`src/rtl/fractional_n_ratio_meter.sv`:
```
// Fractional-N divider ratio meter: counts clk cycles across 2^GATE_LOG2 divider
// output periods and reports the average ratio in the divider's int.frac word format.
module fractional_n_ratio_meter #(
  parameter int WIDTH_INTEGER = 10,
  parameter int WIDTH_MODULUS = 16,
  parameter int DATA_WIDTH    = 26,
  parameter int GATE_LOG2     = 4,
  parameter int TIMEOUT       = 1024,
  parameter int CONTINUOUS    = 0
) (
  input  logic                  clk,
  input  logic                  rst,
  input  logic                  pulse_in,
  input  logic                  start,
  output logic [DATA_WIDTH-1:0] result_data,
  output logic                  result_error,
  output logic                  result_valid,
  input  logic                  result_ready,
  output logic                  busy
);

  localparam int CW    = WIDTH_INTEGER + GATE_LOG2 + 1;
  localparam int TW    = $clog2(TIMEOUT + 1) + 1;
  localparam int SHIFT = WIDTH_MODULUS - GATE_LOG2;

  typedef enum logic [1:0] {IDLE, ARM, MEASURE, DONE} state_t;

  state_t               state, state_next;
  logic [CW-1:0]        cyc_cnt;
  logic [GATE_LOG2-1:0] pls_cnt;
  logic [TW-1:0]        tmo_cnt;
  logic                 term, tmo_hit, ovf;
  logic [DATA_WIDTH-1:0] t_word, ratio;

  // Termination outranks both timeout and overflow in the same cycle.
  always_comb begin
    term    = (state == MEASURE) && pulse_in && (pls_cnt == '1);
    tmo_hit = (tmo_cnt == TW'(TIMEOUT)) && !pulse_in;
    ovf     = (state == MEASURE) && (cyc_cnt == '1) && !term;
    t_word  = DATA_WIDTH'(cyc_cnt) + DATA_WIDTH'(1);
    ratio   = (t_word << SHIFT) - (DATA_WIDTH'(1) << WIDTH_MODULUS);
  end

  always_ff @(posedge clk) begin
    if (rst) state <= IDLE;
    else     state <= state_next;
  end

  always_comb begin
    state_next = state;
    case (state)
      IDLE:    if (start) state_next = ARM;
      ARM: begin
        if (pulse_in)     state_next = MEASURE;
        else if (tmo_hit) state_next = DONE;
      end
      MEASURE: if (term || ovf || tmo_hit) state_next = DONE;
      DONE:    if (result_ready) state_next = (CONTINUOUS != 0) ? ARM : IDLE;
      default: state_next = IDLE;
    endcase
  end

  always_comb begin
    result_valid = (state == DONE);
    busy         = (state != IDLE);
  end

  always_ff @(posedge clk) begin
    if (rst) begin
      cyc_cnt      <= '0;
      pls_cnt      <= '0;
      tmo_cnt      <= '0;
      result_data  <= '0;
      result_error <= 1'b0;
    end else begin
      case (state)
        ARM: begin
          if (pulse_in) begin
            cyc_cnt <= '0;
            pls_cnt <= '0;
          end
        end
        MEASURE: begin
          cyc_cnt <= cyc_cnt + CW'(1);
          if (pulse_in) pls_cnt <= pls_cnt + GATE_LOG2'(1);
        end
        default: ;
      endcase

      // Timeout counter only runs while waiting on pulses; idle states hold it at zero.
      if (state == ARM || state == MEASURE)
        tmo_cnt <= pulse_in ? '0 : tmo_cnt + TW'(1);
      else
        tmo_cnt <= '0;

      if (state != DONE && state_next == DONE) begin
        result_data  <= term ? ratio : '0;
        result_error <= !term;
      end
    end
  end

endmodule

```
`config.mk`:
```
export PLATFORM = sky130hd
export DESIGN_NAME = fractional_n_ratio_meter
export DESIGN_NICKNAME = d
export VERILOG_FILES = /design/src/rtl/fractional_n_ratio_meter.sv
export SDC_FILE = /design/constraint.sdc
export NUM_CORES = 1
export LEC_CHECK = 0
export ABC_CLOCK_PERIOD_IN_PS = 4800
export CORE_ASPECT_RATIO = 0.9
export CORE_MARGIN = 8
export CORE_UTILIZATION = 40
export DETAILED_ROUTE_END_ITERATION = 10
export GPL_ROUTABILITY_DRIVEN = 0
export GPL_TIMING_DRIVEN = 0
export HOLD_SLACK_MARGIN = 0.02
export PLACE_DENSITY = 0.69
export SLEW_MARGIN = 20
export SYNTH_ARGS = -nofsm -noshare
export SYNTH_HDL_FRONTEND = slang
export SYNTH_SLANG_ARGS = --single-unit
```
`constraint.sdc`:
```
create_clock -name clk -period 4.8 [get_ports clk]
set_input_delay 1.2 -clock clk [delete_from_list [all_inputs] [get_ports clk]]
set_output_delay 1.2 -clock clk [all_outputs]
set_load 0.01 [all_outputs]
```
Figure 1. The metal 1 layer (run 1).
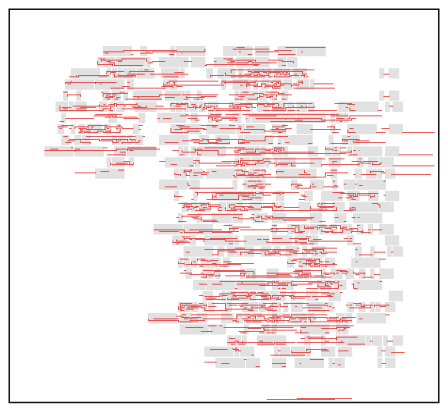
376 nets have wire on it. The wires run mostly horizontal.
final WL: 6500 um
met1 Resource Use GR: 16.0%
Via Count: 2,532

Figure 2. Signal wires on met2 (run 1).
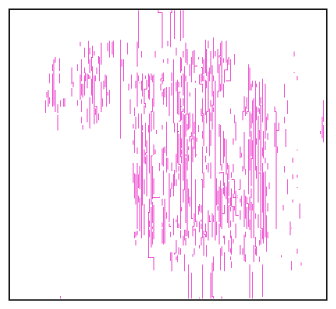
The layer holds 47% of the routed length. 318 nets have wire on it. The layer carries 3,030 um of wire.
met2 Resource Use GR: 22.7%

Figure 3. Met3 routing (run 1).
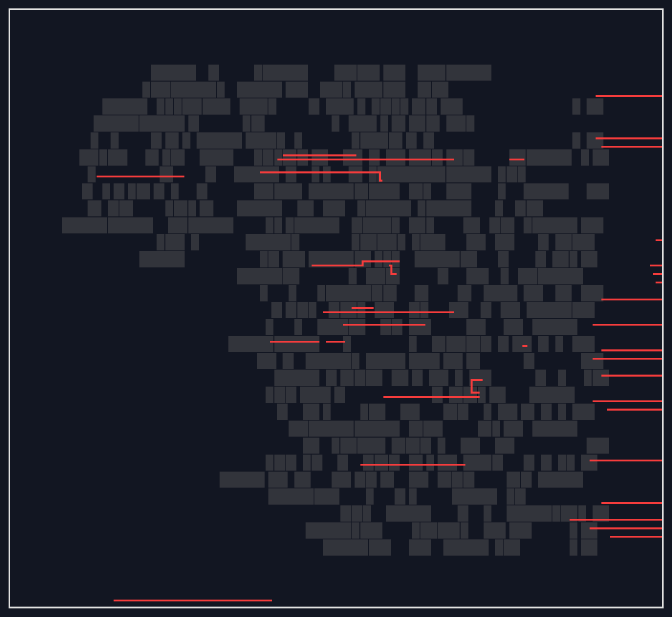
31 nets have wire on it. The longest straight run is 28.1 um.
met3 usage: 3.41%

==> flow_summary.ini, run 1 <==
; implementation run metrics
[setup_path]
reg2reg_to = result_data[24]
r2r_start = cyc_cnt[0]
r2r_slack_ns = 1.87
critPathSlowestCell = clkdlybuf4s50_1
crit_path_max_incr_delay_ns = 0.50
cp_max_fo = 10
reg2regPathDepth = 11
cp.depth = 8
cp_num_buf_inv = 3
start_kind = input port

[die]
dieArea_um2 = 10000
fp_util_pct = 40.8
taps = 93
die_h_um = 95.7

[final_timing]
relSlewSlack_pct = 65.2
fmax_ghz = 0.331
rsz0062_at_grt = false
setup_ws_ns = 1.77
final-hold-violation-count = 0
tightest_slew_ns = 0.522
setup_tns_ns = 0
period_used_pct = 63.0
fin_crit_ns = 3.03

[cells_and_area]
largest_reg_flops = 15
nFillCells = 685
n_clock_buffer = 5
comb_cells = 275
inverters = 8
drive_above_1_share_pct = 10.1
final_cell_mix = dfxtp_1 (48), nor2_1 (43), nand2_1 (32)
logic_area_um2 = 1670
final_nets = 409
area_growth_pct = 17.1
dominant-cell-class = logic gates
largestRegisters = cyc_cnt x15, result_data x14, tmo_cnt x12
antenna_cells = 0
register_area_um2 = 961
nNonClkBuffers = 56
max_flop_register = cyc_cnt
flops = 48

[placed_design]
placed_cells = 480
placed_cell_area_um2 = 3190
port_buffers = 21
hpwl_um = 4850
place_ws_ns = 1.47

[power]
top_power_group = registers
switching_share_pct = 24.4
combinationalPower_uw = 67.3
p_clk_uw = 302
switchingPower_uw = 189
leakage_nw = 1.21
power.internal_uw = 584
power_frac_clock_pct = 39.1
combPwrFrac_pct = 8.7
vdd_drop_max_v = 0.000128

[synthesis]
xor_area_share_pct = 6.82
synth_warnings = 0
syn_area_um2 = 2830
async_flop_share_pct = 0
synthFlopType = dfxtp_1
ys_chip_area_um2 = 2830
syn_inst = 355
synth_seq_share_pct = 34.0
logic_family = simple AND/OR/NAND/NOR gates
ys_sh_mux_pct = 2.21
synthTopCellsByArea = dfxtp_1 (34%), nor2_1 (5.7%), a21oi_1 (4.8%)
compound_area_share_pct = 15.5
syn_area_per_cell_um2 = 7.96
ys_sh_simple_pct = 28.5
adder_share_pct = 4.43
synth_cell_types = 50
edf_count = 0
top_area_cell = dfxtp_1
yosys.area.top_type_share_pct = 34.0
synth-cells-yosys = 355

[worst_hold_path]
min_from = result_data[19]
hold_path_depth = 2
holdPathEnd = result_data[19]
hold_path_class = reg -> reg

[detailed_routing]
wl_per_cell_um = 13.3
drt_first_iter_violations = 126
routed_via_density = 5.19
wl_met3_um = 359
met1Wirelength_um = 3010
maxUsedRoutingLayer = met4
postRouteAntennaNets = 0
dr.pass1.iters = 4

[grt]
antenna_found_initial = 0
grt_pass1_vias = 2373
grt.overflow.total = 0
grt_first_pass_wirelength_um = 11100
grt_max_degree = 17

[clock_network]
clkLatencyLatePin_ns = 0.31
cts_tree = done
post-cts-setup-buffer-count = 0
hold_buffers = 0
cts_buffers = 5

[job]
drv_cap = 0
tool_warnings = 31

[status]
status = finished clean
==> run 1: Yosys cell counts (all sizes together) (2+ instances only) <==
| library cell | number |
|---|---|
| nand3 | 16 |
| or3 | 9 |
| dfxtp | 48 |
| nor2b | 4 |
| ha | 10 |
| nor2 | 43 |
| a21oi | 27 |
| o21ai | 13 |
| nand3b | 5 |
| nand4 | 9 |
| a211o | 2 |
| a22oi | 10 |
| and4 | 2 |
| or2 | 3 |
| a21o | 2 |
| nor3 | 12 |
| nand2 | 32 |
| a2bb2oi | 3 |
| inv | 8 |
| mux2 | 2 |
| clkbuf | 11 |
| nand2b | 3 |
| nor3b | 2 |
| buf | 24 |
| nor4 | 6 |
| mux2i | 4 |
| xor2 | 11 |
| xnor2 | 11 |
| nor4b | 2 |
| and3 | 7 |
Figure 4. Register map, names as in the netlist (run 1).
The bar under the picture is 20 um long. Other sequential cells in the stronger gray, the rest of the logic in the fainter gray.
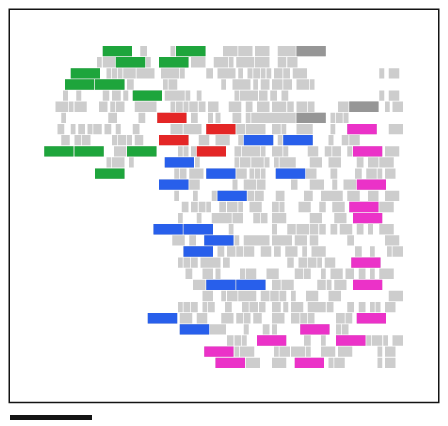

==> run 2: changes to the inputs <==
ABC_CLOCK_PERIOD_IN_PS = 2730   (was 4800)
PLACE_DENSITY = 0.72   (was 0.69)
clock period = 2.73 ns   (was 4.8 ns; I/O delays follow)
Figure 5. Register map, names as in the netlist (run 2).
The bar under the picture is 20 um long. Other sequential cells in the stronger gray, the rest of the logic in the fainter gray.
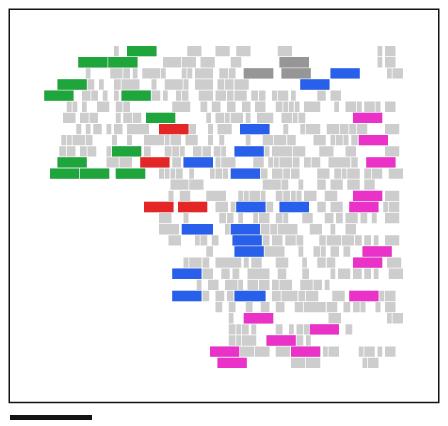
tmo_cnt: in green, flops 12, where top left. result_data: in magenta, flops 14. pls_cnt: in red, flops 4. cyc_cnt: in blue, flops 15.
Another 3 sequential cells are not colored.
Power Sequential: 709 uW
register area: 963 um^2
final design utilization: 47.8%
flop share of the area: 29.1%

Figure 6. The metal 1 layer (run 2).
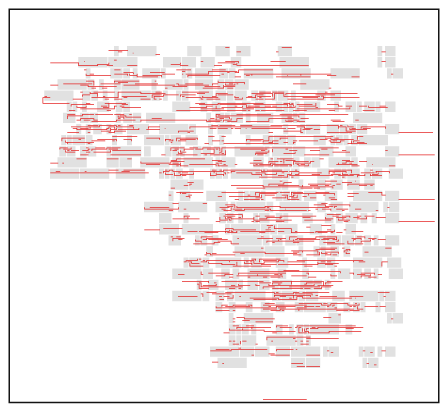
Via Count: 2,503
met1 Resource Use GR: 14.8%
final WL: 6430 um

==> flow_summary.ini, run 2 <==
; implementation run metrics
[synthesis]
synth_seq_share_pct = 34.0
synth_cell_types = 50
top_area_cell = dfxtp_1
adder_share_pct = 4.43
compound_area_share_pct = 15.5
edf_count = 0
xor_area_share_pct = 6.82
syn_area_per_cell_um2 = 7.96
yosys.area.top_type_share_pct = 34.0
async_flop_share_pct = 0
syn_inst = 355
ys_sh_mux_pct = 2.21
ys_sh_simple_pct = 28.5
synth_warnings = 0
ys_chip_area_um2 = 2830
syn_area_um2 = 2830
synth-cells-yosys = 355
synth.most_common_cell = dfxtp_1
synthTopCellsByArea = dfxtp_1 (34%), nor2_1 (5.7%), a21oi_1 (4.8%)
logic_family = simple AND/OR/NAND/NOR gates
common_cells = dfxtp_1 (48), nor2_1 (43), nand2_1 (32), a21oi_1 (27), buf_4 (16)
synthFlopType = dfxtp_1
ys.flops = 48

[die]
num_io_pins = 34
fp_util_pct = 40.8
fp.dieW_um = 105
core_region_area_um2 = 6930
die_h_um = 95.7
dieArea_um2 = 10000
core.rowCount = 29

[cells_and_area]
area_growth_pct = 17.1
logic_area_um2 = 1670
max_flop_register = cyc_cnt
final_nets = 410
drive_above_1_share_pct = 11.9
final_cells = 489
largestRegisters = cyc_cnt x15, result_data x14, tmo_cnt x12
nFillCells = 691
antenna_cells = 0
largest_reg_flops = 15
final_cell_mix = dfxtp_1 (46), nor2_1 (43), nand2_1 (32)
mostFrequentLayoutCell = dfxtp_1
finalInstanceArea_um2 = 3310

[power]
power_frac_clock_pct = 35.4
switchingPower_uw = 322
leakage_nw = 1.20
p_total_mw = 1.28
powerDensity_nw_per_um2 = 387
p_seq_share_pct = 55.4
switching_share_pct = 25.2
power.internal_uw = 958
combPwrFrac_pct = 9.2
vdd_drop_max_v = 0.000194

[detailed_routing]
routed_via_density = 5.12
dr.pass1.iters = 4
maxUsedRoutingLayer = met4
wl_met3_um = 259
route.detailed.drc = 0
wl_per_cell_um = 13.2
drt_first_iter_violations = 114
met1Wirelength_um = 2900
postRouteAntennaNets = 0
dr_wl_met2_um = 3180

[final_timing]
period_used_pct = 92.6
setup_ws_ns = 0.202
setup_violations = 0
slew_violations = 0
fin_crit_ns = 2.53
tightest_slew_ns = 0.519
relSlewSlack_pct = 65.4
worst_hold_slack_ns = 0.453
final-hold-violation-count = 0
clock_skew_ns = 0.0169
setup_tns_ns = 0
fmax_ghz = 0.396
rsz0062_at_grt = false

[worst_hold_path]
hold_path_class = reg -> reg
min_from = result_data[20]
hold_path_depth = 2
holdPathEnd = result_data[20]

[placed_design]
place_ws_ns = -0.0996
port_buffers = 21
placed_cell_area_um2 = 3190
hpwl_um = 4790
placed_cells = 480

[setup_path]
cp.depth = 8
critPathCapture = result_data[19]
reg2regPathDepth = 10
critPathSlowestCell = clkdlybuf4s50_1
worst_ep_arrival_time_ns = 2.77
reg2reg_to = result_data[24]
endpoint_kind = flop
cp_num_buf_inv = 3
r2r_start = cyc_cnt[0]
path_cells = clkdlybuf4s50_1 -> buf_2 -> a41oi_1 -> o32a_1 -> a21o_1 -> buf_6 -> or3_1 -> a21oi_1
critPathRequiredTime_ns = 2.97
r2r_slack_ns = 0.23
crit_family = buffers and inverters
start_kind = input port
critPathLaunch = pulse_in
crit_path_max_incr_delay_ns = 0.50
cp_max_fo = 10
crit_type = in -> reg

[clock_network]
cts_tree = done
cts_buffers = 5
cts_root_buf = clkbuf_8
clkLatencyLatePin_ns = 0.31
clockBufferDepth = 2
cts.sinks = 48
clk_pin_slew_ns = 0.10
htree_levels = 2

[grt]
track_usage_pct = 13.0
grt.overflow.total = 0
top_usage_layer = met2
grt_pass1_vias = 2361
antenna_found_initial = 0
met2_usage_pct = 23.6
grt_max_degree = 16
met3_usage_pct = 2.74
grt_first_pass_wirelength_um = 10900

[job]
tool_warnings = 31
drv_cap = 0

[status]
status = finished clean
run 2: area by class of cell:
type / count / share of cell area [%]
multi-input cells: 275 / 50.6
clock inverters: 2 / 0.416
plain buffers: 34 / 6.16
flip-flops and latches: 48 / 29.1
clock buffers: 6 / 2.50
repair buffers: 23 / 6.81
inverters: 8 / 0.907
well taps: 93 / 3.52
run 2: what timing repair did:
| action | CTS | global route |
|---|---|---|
| pin swaps | 1 | 0 |
| hold buffers | 0 | 0 |
| buffers inserted | 2 | 0 |
| gates resized | 2 | 3 |
| setup endpoints to repair | 1 | 3 |
run 2: power groups by stage:
stage,clock network [mW],logic (mW),registers (mW)
global route,0.500,0.131,0.710
CTS,0.467,0.118,0.709
global placement,0,0.115,0.725
floorplan,0,0.0846,0.724
detailed placement,0,0.117,0.725
finish,0.453,0.118,0.709
Figure 7. Signal wires on met2 (run 2).
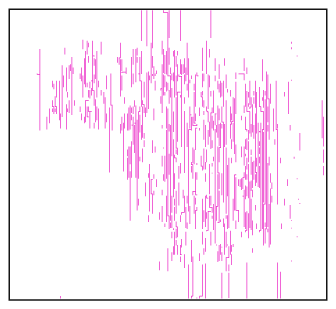

==> run 3: changes to the inputs <==
GPL_TIMING_DRIVEN = default   (was 0)
Figure 8. Signal wires on met2 (run 3).
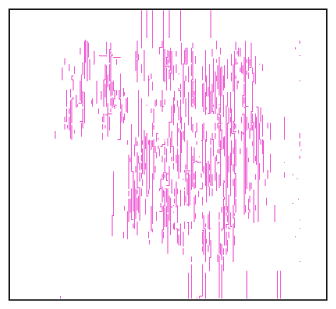
Via Count: 2,490
met2 Resource Use GR: 20.3%
final WL: 6110 um

==> flow_summary.ini, run 3 <==
; implementation run metrics
[final_timing]
setup_violations = 0
tightest_slew_ns = 0.614
fmax_ghz = 0.397
final-hold-violation-count = 0
period_used_pct = 92.3
fin_crit_ns = 2.52
setup_ws_ns = 0.211
slew_violations = 0
rsz0062_at_grt = false
relSlewSlack_pct = 58.9
clock_skew_ns = 0.00709
worst_hold_slack_ns = 0.457
setup_tns_ns = 0

[clock_network]
cts.sinks = 48
post-cts-setup-buffer-count = 0
clockBufferDepth = 2
hold_buffers = 0
cts_buffers = 5
cts-resized-gates = 0
htree_levels = 2
cts_tree = done
cts_root_buf = clkbuf_8
clkLatencyLatePin_ns = 0.31
clk_pin_slew_ns = 0.09

[setup_path]
r2r_slack_ns = 0.21
endpoint_kind = flop
reg2reg_to = result_data[24]
start_kind = flop
critPathRequiredTime_ns = 2.94
crit_family = simple AND/OR/NAND/NOR gates
crit_path_max_incr_delay_ns = 0.35
crit_top_cell = xnor2_1
critPathSlowestCell = dfxtp_1
crit_type = reg -> reg
cp.depth = 10
critPathCapture = result_data[24]
cp_max_fo = 5
path_cells = ha_1 -> and3_1 -> xnor2_1 -> ha_2 -> nand2b_1 -> nor4_1 -> a311o_1 -> nor4b_4 -> xnor2_1 -> o41ai_1
worst_ep_arrival_time_ns = 2.73
reg2regPathDepth = 10
cp_num_buf_inv = 0
r2r_start = cyc_cnt[0]
critPathLaunch = cyc_cnt[0]

[placed_design]
placed_cells = 458
placed_cell_area_um2 = 3080
port_buffers = 21
place_ws_ns = 0.0291
hpwl_um = 4510

[cells_and_area]
final_cells = 467
largestRegisters = cyc_cnt x15, result_data x14, tmo_cnt x12
final_nets = 388
antenna_cells = 0
mostFrequentLayoutCell = dfxtp_1
area_growth_pct = 14.0
nFillCells = 679
logic_area_um2 = 1680
max_flop_register = cyc_cnt
register_area_um2 = 963
largest_reg_flops = 15
drive_above_1_share_pct = 8.82
final_util_pct = 46.5
finalInstanceArea_um2 = 3220
final_cell_mix = dfxtp_1 (46), nor2_1 (43), nand2_1 (32)

[power]
p_total_mw = 1.34
leakage_nw = 1.15
vdd_drop_max_v = 0.000167
powerDensity_nw_per_um2 = 416

[job]
drv_cap = 0
tool_warnings = 31

[grt]
grt_first_pass_wirelength_um = 10500
antenna_found_initial = 0
met3_usage_pct = 3.21
grt.overflow.total = 0
top_usage_layer = met2
grt_max_degree = 20
grt_pass1_vias = 2210
track_usage_pct = 12.3

[synthesis]
common_cells = dfxtp_1 (48), nor2_1 (43), nand2_1 (32), a21oi_1 (27), buf_4 (16)
compound_area_share_pct = 15.5
synth.most_common_cell = dfxtp_1
top_area_cell = dfxtp_1
synth_seq_share_pct = 34.0
async_flop_share_pct = 0
synth-cells-yosys = 355
ys_sh_simple_pct = 28.5
syn_area_per_cell_um2 = 7.96
xor_area_share_pct = 6.82
ys.flops = 48
synth_cell_types = 50
adder_share_pct = 4.43
syn_inst = 355
edf_count = 0
ys_chip_area_um2 = 2830
ys_sh_mux_pct = 2.21
syn_area_um2 = 2830
synth_warnings = 0
logic_family = simple AND/OR/NAND/NOR gates
synthTopCellsByArea = dfxtp_1 (34%), nor2_1 (5.7%), a21oi_1 (4.8%)
yosys.area.top_type_share_pct = 34.0
synthFlopType = dfxtp_1

[detailed_routing]
wl_met3_um = 398
route.detailed.drc = 0
wl_per_cell_um = 13.1
routed_via_density = 5.33
dr_wl_met2_um = 2810
met1Wirelength_um = 2820
postRouteAntennaNets = 0
maxUsedRoutingLayer = met4
dr.pass1.iters = 4
drt_first_iter_violations = 183

[die]
die_h_um = 95.7
core.rowCount = 29
fp_util_pct = 40.8
core_region_area_um2 = 6930
dieArea_um2 = 10000
num_io_pins = 34
fp.dieW_um = 105

[worst_hold_path]
hold_path_class = reg -> reg
min_from = result_data[21]

[status]
status = finished clean
Figure 9. The metal 1 layer (run 3).
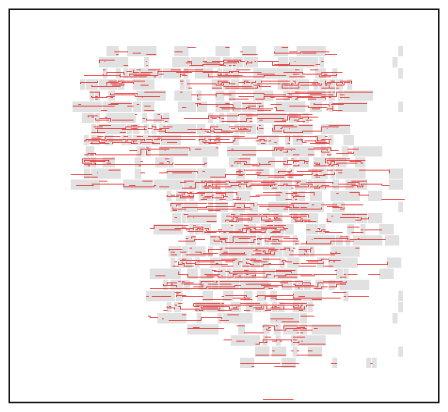
The wires run mostly horizontal. The layer holds 46% of the routed length. The layer carries 2,820 um of wire. The longest straight run is 25.3 um.
met1 Resource Use GR: 15.4%

==> run 3: power breakdown <==
part | switching [mW] | internal (mW) | total (mW)
logic | 0.0667 | 0.0378 | 0.105
clock network | 0.249 | 0.276 | 0.525
registers | 0.00552 | 0.703 | 0.709
total | 0.322 | 1.02 | 1.34
==> run 3: final cells by class <==
class | count | area share (%)
Inverter | 8 | 0.933
Clock buffer | 5 | 2.14
Tap cell | 93 | 3.61
Clock inverter | 3 | 1.44
Timing Repair Buffer | 35 | 9.79
Multi-Input combinational cell | 275 | 52.2
Sequential cell | 48 | 29.9
==> run 3: worst min path at each step <==
stage                                 end  depth (start not counted)
after floorplan                tmo_cnt[0]                          1
after global placement         tmo_cnt[0]                          1
after detailed placement       tmo_cnt[0]                          1
after CTS                 result_data[21]                          2
after global routing      result_data[20]                          2
final                     result_data[21]                          2
Power and IR drop assume default switching activity.
